`src/rtl/legv8_pkg.sv`:
```
// Shared LEGv8 front-end types: datapath widths, fetch FSM states and the
// {pc, instruction} record carried through the prefetch queue.
package legv8_pkg;

  localparam int unsigned INSTR_W = 32;
  localparam int unsigned ADDR_W  = 64;
  localparam int unsigned PC_INCR = 4;

  typedef enum logic [1:0] {
    FS_RUN,
    FS_HALT,
    FS_FAULT
  } fetch_state_e;

  typedef struct packed {
    logic [ADDR_W-1:0]  pc;
    logic [INSTR_W-1:0] instruction;
  } fetch_entry_t;

endpackage

```
`src/rtl/instruction_fetch_stage_if.sv`:
```
// Fetch-stage bus: instruction-memory port, execute redirect and the decode
// valid/ready handshake. master is the fetch stage, slave is its environment.
interface instruction_fetch_stage_if;
  import legv8_pkg::*;

  logic [ADDR_W-1:0]  FETCH_PC;
  logic [INSTR_W-1:0] CPU_Instruction;
  logic               REDIRECT_VALID;
  logic [ADDR_W-1:0]  REDIRECT_PC;
  logic               ID_READY;
  logic               ID_VALID;
  logic [ADDR_W-1:0]  ID_PC;
  logic [INSTR_W-1:0] ID_INSTRUCTION;

  modport master (
    output FETCH_PC,
    input  CPU_Instruction,
    input  REDIRECT_VALID,
    input  REDIRECT_PC,
    input  ID_READY,
    output ID_VALID,
    output ID_PC,
    output ID_INSTRUCTION
  );

  modport slave (
    input  FETCH_PC,
    output CPU_Instruction,
    output REDIRECT_VALID,
    output REDIRECT_PC,
    output ID_READY,
    input  ID_VALID,
    input  ID_PC,
    input  ID_INSTRUCTION
  );

endinterface

```
`src/rtl/instruction_fetch_stage_fetch_queue.sv`:
```
// In-order FIFO of fetch entries with synchronous clear; a push into a full
// queue is accepted only when a pop happens on the same edge.
module fetch_queue
  import legv8_pkg::*;
#(
  parameter int unsigned DEPTH = 2,
  localparam int unsigned CW = $clog2(DEPTH + 1),
  localparam int unsigned PW = (DEPTH > 1) ? $clog2(DEPTH) : 1
) (
  input  logic          clk_i,
  input  logic          rst_ni,
  input  logic          clear_i,
  input  logic          push_i,
  input  fetch_entry_t  pushEntry_i,
  input  logic          pop_i,
  output fetch_entry_t  head_o,
  output logic [CW-1:0] count_o,
  output logic          empty_o,
  output logic          full_o
);

  fetch_entry_t  mem_q [DEPTH];
  logic [PW-1:0] wrPtr_q, rdPtr_q;
  logic [CW-1:0] count_q;
  logic          pushOk, popOk;

  // Pointers wrap explicitly so DEPTH need not be a power of two.
  function automatic logic [PW-1:0] nextPtr(input logic [PW-1:0] p);
    return (p == PW'(DEPTH - 1)) ? '0 : p + PW'(1);
  endfunction

  assign empty_o = (count_q == '0);
  assign full_o  = (count_q == CW'(DEPTH));
  assign pushOk  = push_i & (~full_o | pop_i);
  assign popOk   = pop_i & ~empty_o;
  assign count_o = count_q;
  assign head_o  = empty_o ? '0 : mem_q[rdPtr_q];

  always_ff @(posedge clk_i or negedge rst_ni) begin
    if (!rst_ni) begin
      wrPtr_q <= '0;
      rdPtr_q <= '0;
      count_q <= '0;
    end else if (clear_i) begin
      wrPtr_q <= '0;
      rdPtr_q <= '0;
      count_q <= '0;
    end else begin
      if (pushOk) begin
        mem_q[wrPtr_q] <= pushEntry_i;
        wrPtr_q        <= nextPtr(wrPtr_q);
      end
      if (popOk) begin
        rdPtr_q <= nextPtr(rdPtr_q);
      end
      unique case ({pushOk, popOk})
        2'b10:   count_q <= count_q + CW'(1);
        2'b01:   count_q <= count_q - CW'(1);
        default: count_q <= count_q;
      endcase
    end
  end

endmodule

```
`src/rtl/instruction_fetch_stage.sv`:
```
// LEGv8 fetch front end: owns the PC, fetches from combinational instruction
// memory into a prefetch queue and serves decode; redirects flush the queue.
module instruction_fetch_stage
  import legv8_pkg::*;
#(
  parameter int unsigned       QUEUE_DEPTH = 2,
  parameter int unsigned       MEM_BYTES   = 64,
  parameter logic [ADDR_W-1:0] RESET_PC    = 64'h0
) (
  input  logic                      CLOCK,
  input  logic                      RESET_N,
  instruction_fetch_stage_if.master bus,
  output logic                      HALTED,
  output logic                      FETCH_FAULT
);

  localparam int unsigned       CW        = $clog2(QUEUE_DEPTH + 1);
  localparam logic [ADDR_W-1:0] MEM_LIMIT = ADDR_W'(MEM_BYTES);

  fetch_state_e      state_q;
  logic [ADDR_W-1:0] pc_q;
  logic [ADDR_W-1:0] pcNext;
  logic              popFire, pushFire, redirectTake;
  fetch_entry_t      headEntry, pushEntry;
  logic [CW-1:0]     queueCount;
  logic              queueEmpty, queueFull;

  assign pcNext       = pc_q + ADDR_W'(PC_INCR);
  assign popFire      = bus.ID_VALID & bus.ID_READY;
  assign redirectTake = bus.REDIRECT_VALID & (state_q != FS_FAULT);
  assign pushFire     = (state_q == FS_RUN) & ~bus.REDIRECT_VALID & (~queueFull | popFire);
  assign pushEntry    = '{pc: pc_q, instruction: bus.CPU_Instruction};

  // Outside RUN the memory address is parked at 0 so it is never out of range.
  assign bus.FETCH_PC       = (state_q == FS_RUN) ? pc_q : '0;
  assign bus.ID_VALID       = ~queueEmpty;
  assign bus.ID_PC          = headEntry.pc;
  assign bus.ID_INSTRUCTION = headEntry.instruction;
  assign HALTED             = (state_q == FS_HALT) & (queueCount == '0);
  assign FETCH_FAULT        = (state_q == FS_FAULT);

  always_ff @(posedge CLOCK or negedge RESET_N) begin
    if (!RESET_N) begin
      state_q <= FS_RUN;
      pc_q    <= RESET_PC;
    end else if (redirectTake) begin
      pc_q <= bus.REDIRECT_PC;
      if (bus.REDIRECT_PC[1:0] != 2'b00) begin
        state_q <= FS_FAULT;
      end else if (bus.REDIRECT_PC >= MEM_LIMIT) begin
        state_q <= FS_HALT;
      end else begin
        state_q <= FS_RUN;
      end
    end else if (pushFire) begin
      pc_q <= pcNext;
      if (pcNext >= MEM_LIMIT) begin
        state_q <= FS_HALT;
      end
    end
  end

  // A redirect clear also swallows any pop decode attempted on that edge.
  fetch_queue #(
    .DEPTH(QUEUE_DEPTH)
  ) u_queue (
    .clk_i       (CLOCK),
    .rst_ni      (RESET_N),
    .clear_i     (redirectTake),
    .push_i      (pushFire),
    .pushEntry_i (pushEntry),
    .pop_i       (popFire & ~redirectTake),
    .head_o      (headEntry),
    .count_o     (queueCount),
    .empty_o     (queueEmpty),
    .full_o      (queueFull)
  );

endmodule

```
`src/flat_wrapper.sv`:
```
// flat-port wrapper written by rule: the top's interface ports become plain ports
module instruction_fetch_stage_flat import legv8_pkg::*;
#(
  parameter int unsigned       QUEUE_DEPTH = 2,
  parameter int unsigned       MEM_BYTES   = 64,
  parameter logic [ADDR_W-1:0] RESET_PC    = 64'h0
)
  (CLOCK, RESET_N, HALTED, FETCH_FAULT, bus_FETCH_PC, bus_CPU_Instruction, bus_REDIRECT_VALID, bus_REDIRECT_PC, bus_ID_READY, bus_ID_VALID, bus_ID_PC, bus_ID_INSTRUCTION);
  instruction_fetch_stage_if bus_i ();
  input  logic CLOCK;
  input  logic RESET_N;
  output logic HALTED;
  output logic FETCH_FAULT;
  output wire logic [$bits(bus_i.FETCH_PC)-1:0] bus_FETCH_PC;
  input wire logic [$bits(bus_i.CPU_Instruction)-1:0] bus_CPU_Instruction;
  input wire logic [$bits(bus_i.REDIRECT_VALID)-1:0] bus_REDIRECT_VALID;
  input wire logic [$bits(bus_i.REDIRECT_PC)-1:0] bus_REDIRECT_PC;
  input wire logic [$bits(bus_i.ID_READY)-1:0] bus_ID_READY;
  output wire logic [$bits(bus_i.ID_VALID)-1:0] bus_ID_VALID;
  output wire logic [$bits(bus_i.ID_PC)-1:0] bus_ID_PC;
  output wire logic [$bits(bus_i.ID_INSTRUCTION)-1:0] bus_ID_INSTRUCTION;
  assign bus_FETCH_PC = bus_i.FETCH_PC;
  assign bus_i.CPU_Instruction = bus_CPU_Instruction;
  assign bus_i.REDIRECT_VALID = bus_REDIRECT_VALID;
  assign bus_i.REDIRECT_PC = bus_REDIRECT_PC;
  assign bus_i.ID_READY = bus_ID_READY;
  assign bus_ID_VALID = bus_i.ID_VALID;
  assign bus_ID_PC = bus_i.ID_PC;
  assign bus_ID_INSTRUCTION = bus_i.ID_INSTRUCTION;
  instruction_fetch_stage #(.QUEUE_DEPTH(QUEUE_DEPTH), .MEM_BYTES(MEM_BYTES), .RESET_PC(RESET_PC)) u_core (.CLOCK(CLOCK), .RESET_N(RESET_N), .bus(bus_i), .HALTED(HALTED), .FETCH_FAULT(FETCH_FAULT));
endmodule
```
`config.mk`:
```
export PLATFORM = sky130hd
export DESIGN_NAME = instruction_fetch_stage_flat
export DESIGN_NICKNAME = d
export VERILOG_FILES = /design/src/rtl/legv8_pkg.sv /design/src/rtl/instruction_fetch_stage_if.sv /design/src/rtl/instruction_fetch_stage_fetch_queue.sv /design/src/rtl/instruction_fetch_stage.sv /design/src/flat_wrapper.sv
export SDC_FILE = /design/constraint.sdc
export NUM_CORES = 1
export LEC_CHECK = 0
export CAP_MARGIN = 15
export CORE_MARGIN = 1.5
export CORE_UTILIZATION = 56
export CTS_CLUSTER_DIAMETER = 120
export DETAILED_ROUTE_END_ITERATION = 8
export GPL_TIMING_DRIVEN = 1
export PLACE_DENSITY_LB_ADDON = 0.12
export SKIP_CTS_REPAIR_TIMING = 1
export SLEW_MARGIN = 15
export SYNTH_ARGS = -nofsm -noshare
export SYNTH_HDL_FRONTEND = slang
export SYNTH_SLANG_ARGS = --single-unit
```
`constraint.sdc`:
```
create_clock -name CLOCK -period 9.54 [get_ports CLOCK]
set_clock_uncertainty 0.15 [all_clocks]
set_input_delay 1.431 -clock CLOCK [delete_from_list [all_inputs] [get_ports CLOCK]]
set_output_delay 1.431 -clock CLOCK [all_outputs]
set_load 0.05 [all_outputs]
```
Run 1, nets reached from selected ports:
Scale bar: 50 µm.
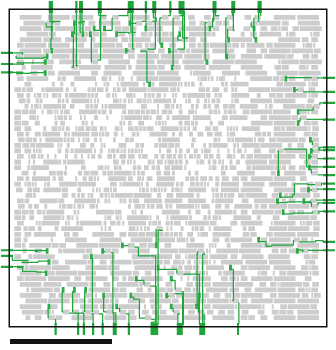
[green] `bus_ID_PC` | bits: 64 | direction: output | edge: 23 north, 19 south, 16 east, 6 west | end cells: 64 | buffers: 64 | wire: 1,390 µm

Run 1, signal wires on met1:
Supply wires on this layer in grey.
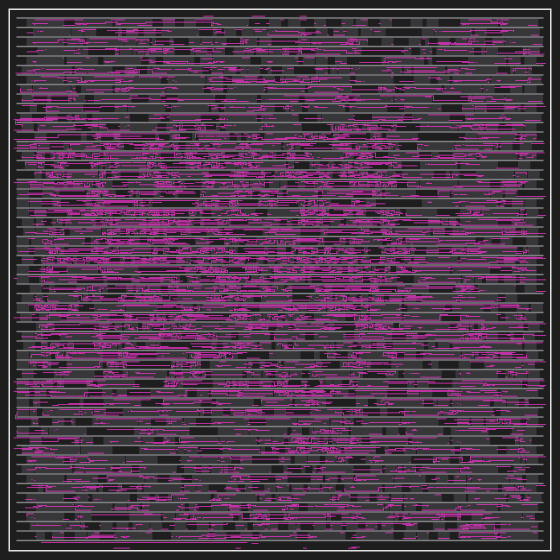
wire length on this layer: 14,900 µm
share of all routed wire: 41%
longest straight run: 58.9 µm
main direction: horizontal

==> Slide: Implementation Results, run 1 <==
Physical Implementation Snapshot

Die
  • IO Count: 263
  • DIE WIDTH: 155 µm
  • Tap Count: 285

Setup path
  • Stages on worst setup path: 4
  • Critical Path AT: 3600 ps

Placed design
  • Inst Count DP: 1,664
  • Placement Cell Area: 15,700 µm²
  • IO buf count: 262

Final layout
  • Buffers excl. clock: 274
  • Logic cell area: 5030 µm²
  • Clock buf/inv share: 5.35%
  • Combinational gates: 829
  • Area delta synth->final: 28.7%
  • Seq Cell Count: 262

Global route
  • Met1 Use GR: 40.1%
  • Pin count of the biggest net entering global routing: 91
  • Grt total ovfl: 0
  • Initial antenna violation count: 2
  • Global-route wire length before repair: 55,700 µm
  • Vias in the first global route: 10,077

Synth
  • Yosys stat cell total: 1,184
  • FFs w/ async S/R, synth: 26.7%
  • Count leader, synth: edfxtp_1
  • Register share after synthesis: 58.4%
  • Cell Area, Synth: 12,900 µm²

STA
  • Fmax: 0.193 GHz
  • Slew @ Worst Pin: 1090 ps
  • Setup violations, final: 0
  • Max-slew violations: 0
  • RSZ-0062 raised after global routing: no
  • Final min period: 5180 ps

Worst hold path
  • Worst Hold Class: reg -> reg

Pwr
  • Power Total: 5.35 mW
  • Flop pwr share: 35.7%

Route
  • DR pass1 iterations: 8
  • Met3 Wirelength: 2650 µm
  • Vias: 10,501
  • Vias per cell: 6.12
  • Drt total wl: 36,000 µm

Run status
  • Status: completed

Clocking
  • Htree depth: 1
Run 1, where the registers sit:
Other sequential cells in the stronger grey, the rest of the logic in the fainter grey.
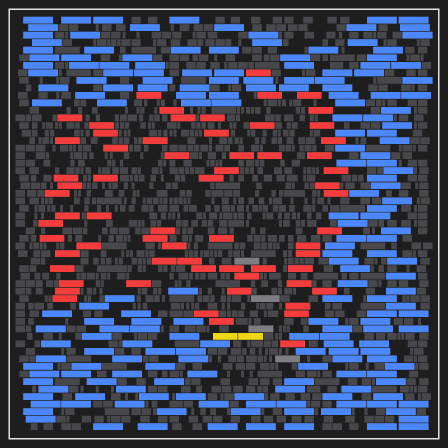
[red] `u_core.pc_q` | sequential cells: 64
[yellow] `u_core.u_queue.count_o` | sequential cells: 2
[blue] `u_core.u_queue.mem_q` | sequential cells: 192 | where: all over the die
Seq power: 1.91 mW
Flop area: 7520 µm²
flop share of the area: 45.4%
final core occ: 73.4%

run 1: state kept, by name (all words and copies together) (netlist names):
name,cells
u_core.u_queue.count_o,2
u_core.u_queue.wrPtr_q,1
u_core.u_queue.rdPtr_q,1
u_core.u_queue.mem_q,192
u_core.state_q,2
u_core.pc_q,64
run 1: cells by family (layout without fill, tap and decap cells):
kind of cell,count (synthesis),in the layout,share of synthesized area [%]
muxes,102,102,7.95
buffers and inverters,93,339,2.76
AOI/OAI and AO/OA,165,165,8.37
DFF,262,262,58.4
adders and majority gates,2,2,0.194
xor gates and xnor gates,33,33,2.25
and+or+nand+nor,527,527,20.1
other,0,2,0
Run 1, routing congestion:
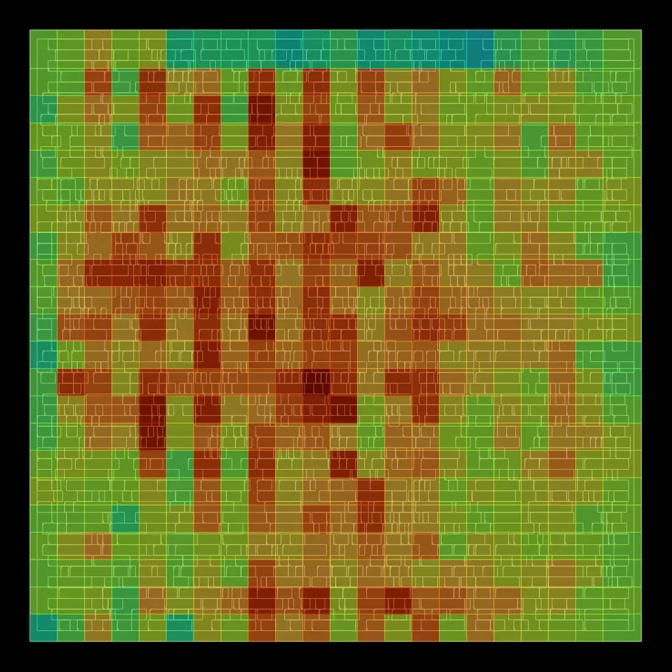

## Run 2: what changed since run 1
Settings changed: CORE_UTILIZATION 56 to 47.
Clock period 9.54 ns to 4.6 ns, I/O delays scaled along.
Run 2, routing congestion:
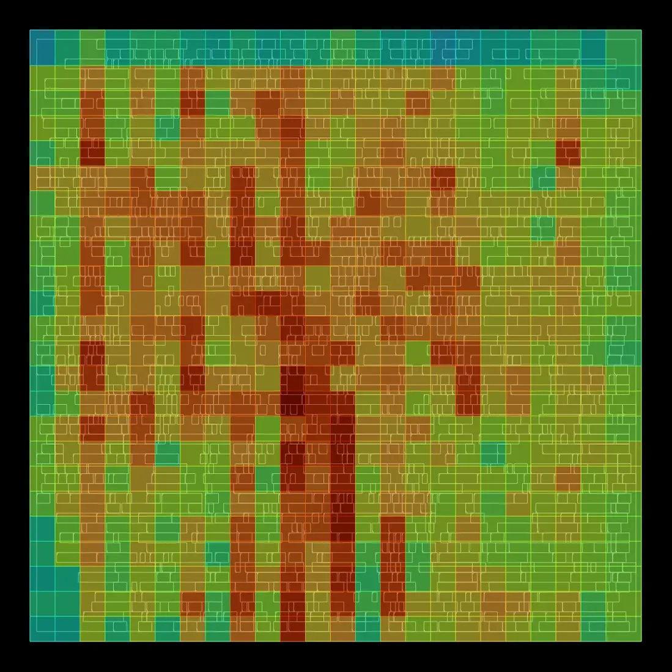
all-layer global routing usage: 26.6%
GR Util met3: 3.95%
GR Util met2: 44.3%
WL/cell: 21.3 µm
gr busiest metal: met2

Run 2, nets reached from selected ports:
Scale bar: 50 µm.
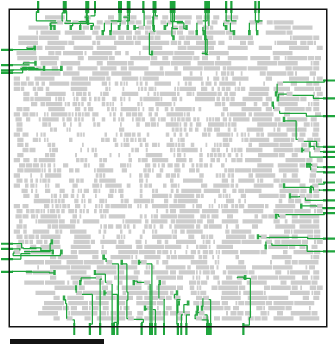
[green] `bus_ID_PC` | bits: 64 | direction: output | edge: 23 north, 18 south, 15 east, 8 west | end cells: 64 | buffers: 64 | wire: 1,290 µm

Run 2, M2 wires:
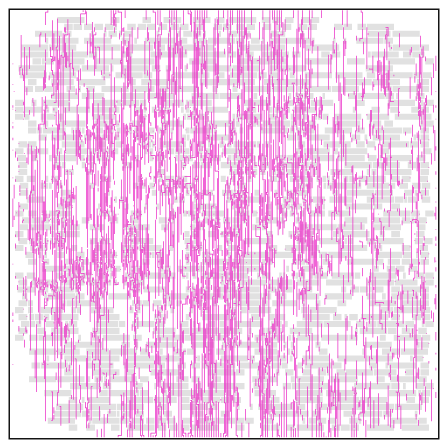
share of all routed wire: 48%
longest straight run: 78.5 µm
wire length on this layer: 18,200 µm
nets with wire on the layer: 1,278
drt total wl: 38,200 µm
vias: 10,540

==> run 2 against run 1 <==
Effect of this change:
- synthesized area did not move
- via count rose by 0.37%
- critical endpoint is now u_core.state_q[0]
- first-iteration DRC count decreased by 7.9%
- combinational power is 120% higher
- design area grew 1.6%
- non-clock buffer count rose by 19
==> Slide: Implementation Results, run 2 <==
Physical Implementation Snapshot

Global route
  • Global-route wire length before repair: 58,500 µm (+5.0%)
  • Met1 Use GR: 36.8% (-3.3 points)
  • Pin count of the biggest net entering global routing: 90 (-1.1%)
  • Initial antenna violation count: 0 (-2)
  • Vias in the first global route: 10,024 (-0.53%)

Final layout
  • Final core occ: 62.4% (-11 points)
  • Area delta synth->final: 30.7%
  • Max FFs per register: 192 (unchanged)
  • Biggest register: u_core.u_queue.mem_q

Synth
  • Cell Area, Synth: 12,900 µm² (unchanged)
  • Yosys stat cell total: 1,184 (unchanged)
  • Xor+xnor area frac: 2.25% (unchanged)
  • Complex Gates by Area: 8.37% (unchanged)
  • FFs w/ async S/R, synth: 26.7% (unchanged)
  • MUX area fraction: 7.95% (unchanged)
  • Basic Gates by Area: 20.1% (unchanged)
  • Count leader, synth: edfxtp_1
  • Top non-seq family: simple AND/OR/NAND/NOR gates
  • Synth Area in Adders: 0.194% (unchanged)
  • Register share after synthesis: 58.4% (unchanged)

Clocking
  • CTS tree: yes
  • Htree depth: 1 (unchanged)

Worst hold path
  • WHS Endpoint: u_core.u_queue.mem_q[0][33]
  • Worst Hold Class: reg -> reg

Die
  • IO Count: 263 (unchanged)
  • DIE WIDTH: 168 µm (+9.0%)
  • Die area: 28,400 µm²

Placed design
  • Placement Cell Area: 15,900 µm² (+1.6%)
  • IO buf count: 262 (unchanged)

Setup path
  • Stages on worst setup path: 8 (+4)
  • FF-to-FF End: u_core.state_q[0]
  • Critical Path AT: 4420 ps (+820 ps)
  • Worst setup path end: u_core.state_q[0]
  • Cell family with most CP delay: simple AND/OR/NAND/NOR gates

STA
  • Slew @ Worst Pin: 925 ps (-163 ps)
  • Setup violations, final: 0 (unchanged)
  • Max-slew violations: 0 (unchanged)
  • RSZ-0062 raised after global routing: no
  • Fmax: 0.242 GHz

Route
  • Violation tally from detailed-route iteration zero: 974
  • Vias per cell: 5.88 (-3.9%)

Run status
  • Status: completed

Pwr
  • Power Total: 11.2 mW (+110%)
[run 2: cell counts after synthesis]
Identical to the previous run, type by type.
[run 2: per-layer routing]
metal	vias to the layer above	share of wire, %
met4	0	2.4
met1	5087	42
li1	4860	-
met3	65	7.6
met2	528	48
met5	-	0
[run 2: report_power, final]
part	total, mW	switching [mW]	leakage, nW	internal (mW)
combinational	5.16	3.39	2.85	1.77
clock	2.19	0.943	0.436	1.25
sequential	3.87	0.804	2.61	3.06
total	11.2	5.14	5.89	6.08
[run 2: layout make-up]
type | count | area, µm² | area share, %
multi-input cells | 829 | 5040 | 30.0
well taps | 341 | 427 | 2.54
clock inverters | 12 | 104 | 0.617
clock buffers | 42 | 785 | 4.66
inverters | 15 | 56.3 | 0.335
repair buffers | 293 | 2890 | 17.2
flip-flops and latches | 262 | 7520 | 44.7
Run 2, signal wires on met1:
Supply wires on this layer in grey.
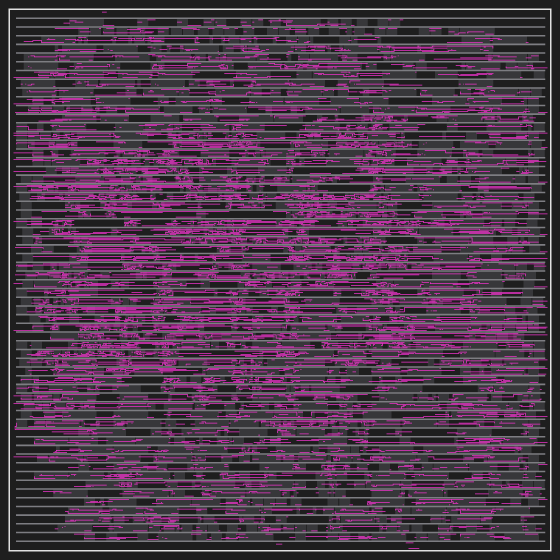

## Run 3: what changed since run 2
Settings changed: GPL_ROUTABILITY_DRIVEN from default to 0.
Run 3, signal wires on met1:
Supply wires on this layer in grey.
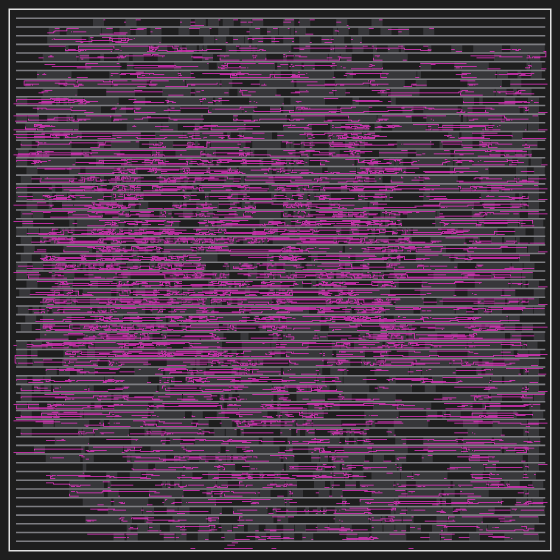
vias: 10,475
met1 Use GR: 35.6%
drt total wl: 37,500 µm

Run 3, nets reached from selected ports:
Scale bar: 50 µm.
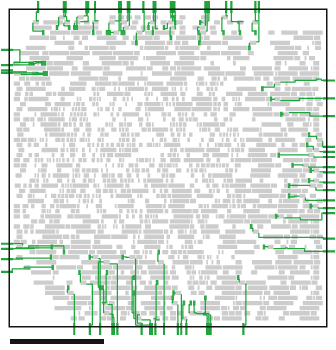
[green] `bus_ID_PC` | bits: 64 | direction: output | edge: 23 north, 18 south, 15 east, 8 west | end cells: 64 | buffers: 64 | wire: 1,270 µm

==> run 3 against run 2 <==
Effect of this change:
- final cell count down 0.39%
- critical endpoint unchanged
- core utilization about the same
- combinational power down 1%
- highest routed layer unchanged
- global-route usage shrank 0.54 points
- register-to-register slack improved by 20 ps
==> Slide: Implementation Results, run 3 <==
Physical Implementation Snapshot

Die
  • IO Count: 263 (unchanged)
  • Tap Count: 341 (unchanged)

Global route
  • All-layer global routing usage: 26.1% (-0.54 points)
  • Gr busiest metal: met2
  • Vias in the first global route: 9,932 (-0.92%)
  • Pin count of the biggest net entering global routing: 90 (unchanged)

Route
  • WL met2: 17,900 µm (-1.9%)
  • Vias per cell: 5.86 (-0.23%)
  • Met3 Wirelength: 3090 µm (+6.0%)

STA
  • Setup violations, final: 0 (unchanged)
  • Slew @ Worst Pin: 905 ps (-20.3 ps)
  • Fmax: 0.243 GHz (+0.44%)
  • RSZ-0062 raised after global routing: no

Synth
  • Yosys stat cell total: 1,184 (unchanged)
  • FFs w/ async S/R, synth: 26.7% (unchanged)
  • Xor+xnor area frac: 2.25% (unchanged)
  • Complex Gates by Area: 8.37% (unchanged)
  • Cell Area, Synth: 12,900 µm² (unchanged)
  • Basic Gates by Area: 20.1% (unchanged)
  • Synth Area in Adders: 0.194% (unchanged)

Setup path
  • Critical Path AT: 4370 ps (-50 ps)

Clocking
  • Htree depth: 1 (unchanged)

Final layout
  • Comb/total area: 30.0% (about the same)
  • Signal buf overhead: 16.8% (-0.34 points)
  • Seq Cell Count: 262 (unchanged)
  • Biggest register: u_core.u_queue.mem_q
  • Combinational gates: 829 (unchanged)
  • Logic cell area: 5040 µm² (unchanged)

Worst hold path
  • WHS Endpoint: u_core.u_queue.mem_q[0][33]
  • Worst Hold Class: reg -> reg

Run status
  • Status: completed

Pwr
  • Power Total: 11.3 mW (+0.59%)
Run 3, routing congestion:
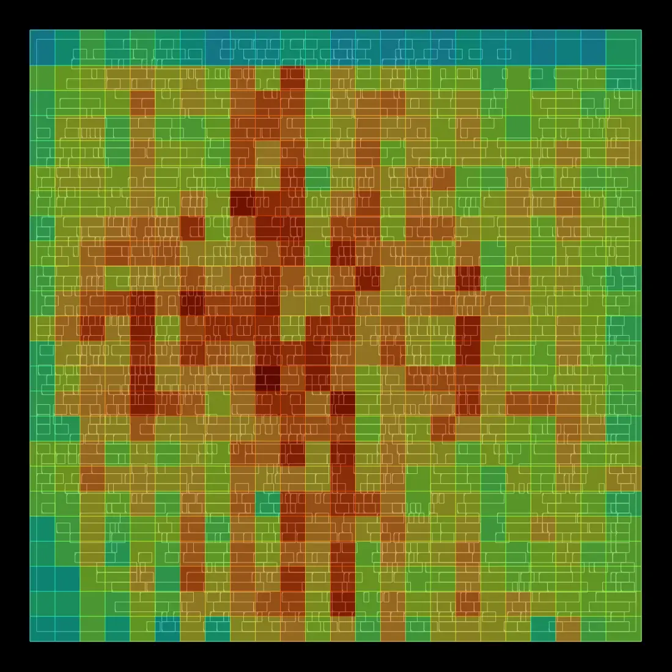
WL/cell: 21.0 µm
GR Util met2: 43.4%
final core occ: 62.4%
GR Util met3: 4.70%

## run 3: worst max path at each step
stage	endpoint	cells after the start	start	slack, ps
2_1_floorplan	u_core.u_queue.mem_q[0][0]	6	bus_ID_READY	770
3_3_place_gp	u_core.state_q[0]	8	u_core.pc_q[15]	670
3_5_place_dp	u_core.state_q[0]	8	u_core.pc_q[15]	570
4_1_cts	u_core.state_q[0]	8	u_core.pc_q[16]	540
5_1_grt	u_core.state_q[0]	9	u_core.pc_q[15]	270
6_report	u_core.state_q[0]	8	u_core.pc_q[16]	490
## run 3: power breakdown
part           total [mW]  switching (mW)  internal [mW]
logic                5.10            3.35           1.75
clock network        2.29           0.905           1.39
registers            3.89           0.824           3.06
Power is estimated from default activity; no workload was simulated.
